Design alu_muldiv_control, sky130hd; sources not shown.
Floorplan with the power grid:
Bar = 50 um. Pins as bars on the die edge.
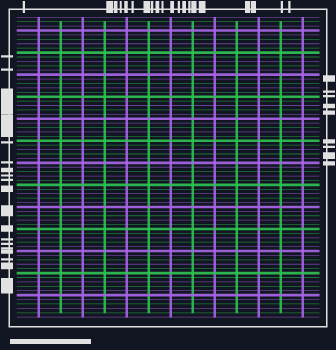
VSS -> purple
VDD -> green
signal pins = 114
rows = 68
met4 straps = 13
met1 rails = 69
VDD IR max: 0.0893 mV
die width: 195 um
Core Area: 34500 um^2
die height: 195 um

Placed cells, one color a class:
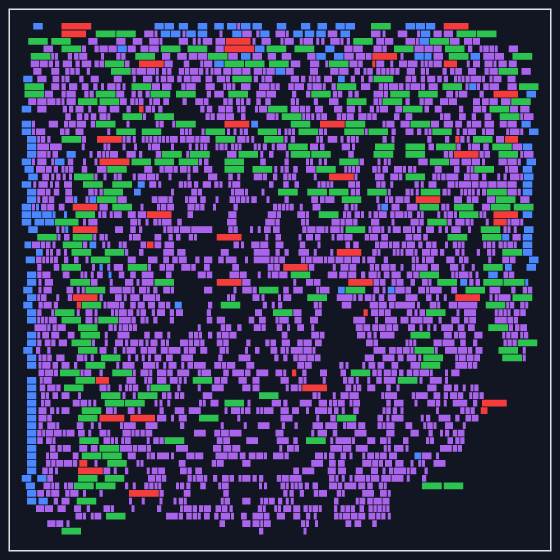
remaining buffers and delay cells -> blue  # cells 137, share of their area 6.7%
registers -> green  # cells 203, share of their area 21%
clock drivers and dummy loads -> red  # cells 45, share of their area 4.9%
remaining logic cells -> purple  # cells 2044, share of their area 67%
Std-Cell Rows: 68
Finished Cell Area: 19600 um^2
Seq area share: 0.208
Final Util: 0.568

Clock wires, drivers and flops:
Bar = 50 um.
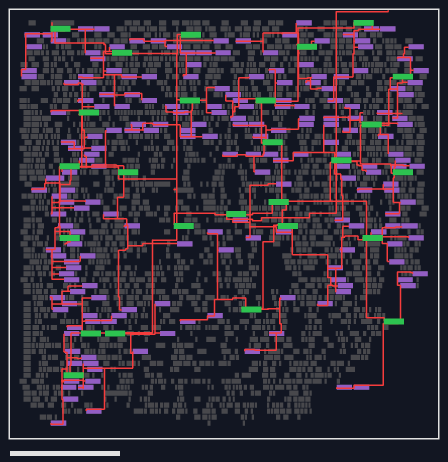
clock wires -> red  # length 3210 um
clock-net drivers -> green  # count 26
flip-flops -> purple  # count 203
flops lie = widely spread
clk_skew: 0.0175 ns
Clock group: 0.000666 W
Worst-Skew Late Latency: 0.55 ns
clock network power share: 0.483

Signal wires by layer:
Bar = 50 um.
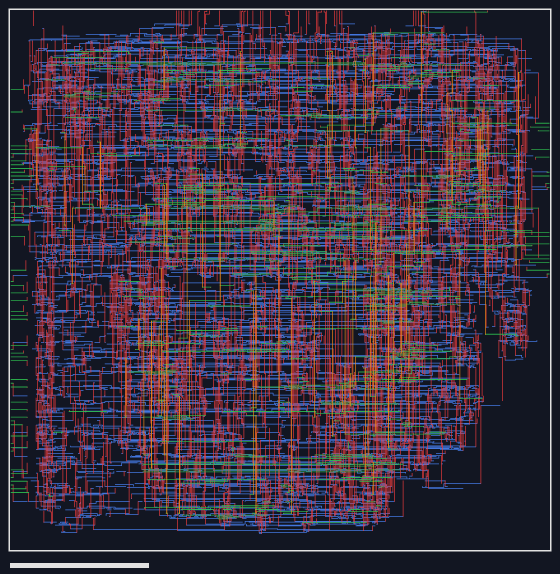
M2 -> red  # wire length 26.9 mm
M1 -> blue  # wire length 27.7 mm
M3 -> green  # wire length 5380 um
M4 -> orange  # wire length 2710 um
final wirelength: 62600 um
via count: 18744
GRT Overall Usage: 0.312
wire per inst: 21.7 um

==> flow_metrics.tcl <==
# implementation run metrics
set metrics [dict create \
    status "complete, but fails checks" \
    violations "capacitance limit, slew limit" \
    min_path_cells 2 \
    syn_to_final_growth_pct 12.2 \
    fin_setup_tns_ns 0 \
    numPlacedInstances 2839 \
    io_pins 114 \
    leakage_nw 7.72 \
    edf_count 0 \
    postCtsSetupBuffers 0 \
    relSlewSlack -1.08 \
    n_fill_cell 3348 \
    timing.final.ws_setup_ns 5.90 \
    cts_max_path_buffers 3 \
    routed.top_layer "met4" \
    ys_sh_aoi 0.279 \
    drv_cap 9 \
    finalPower_w 0.00138 \
    fin_crit_sh 0.617 \
    routed-wl-met3_um 5380 \
    synth_cell_types 88 \
    adder_share 0.0539 \
    power.internal_w 0.00100 \
    top_logic_kind "AND-OR/OR-AND gates" \
    gp_congestion 0.987 \
    n_clock_buffer 33 \
    dominant-cell-class "combinational gates" \
    drv_slew 410 \
]
Power and IR drop assume default switching activity.
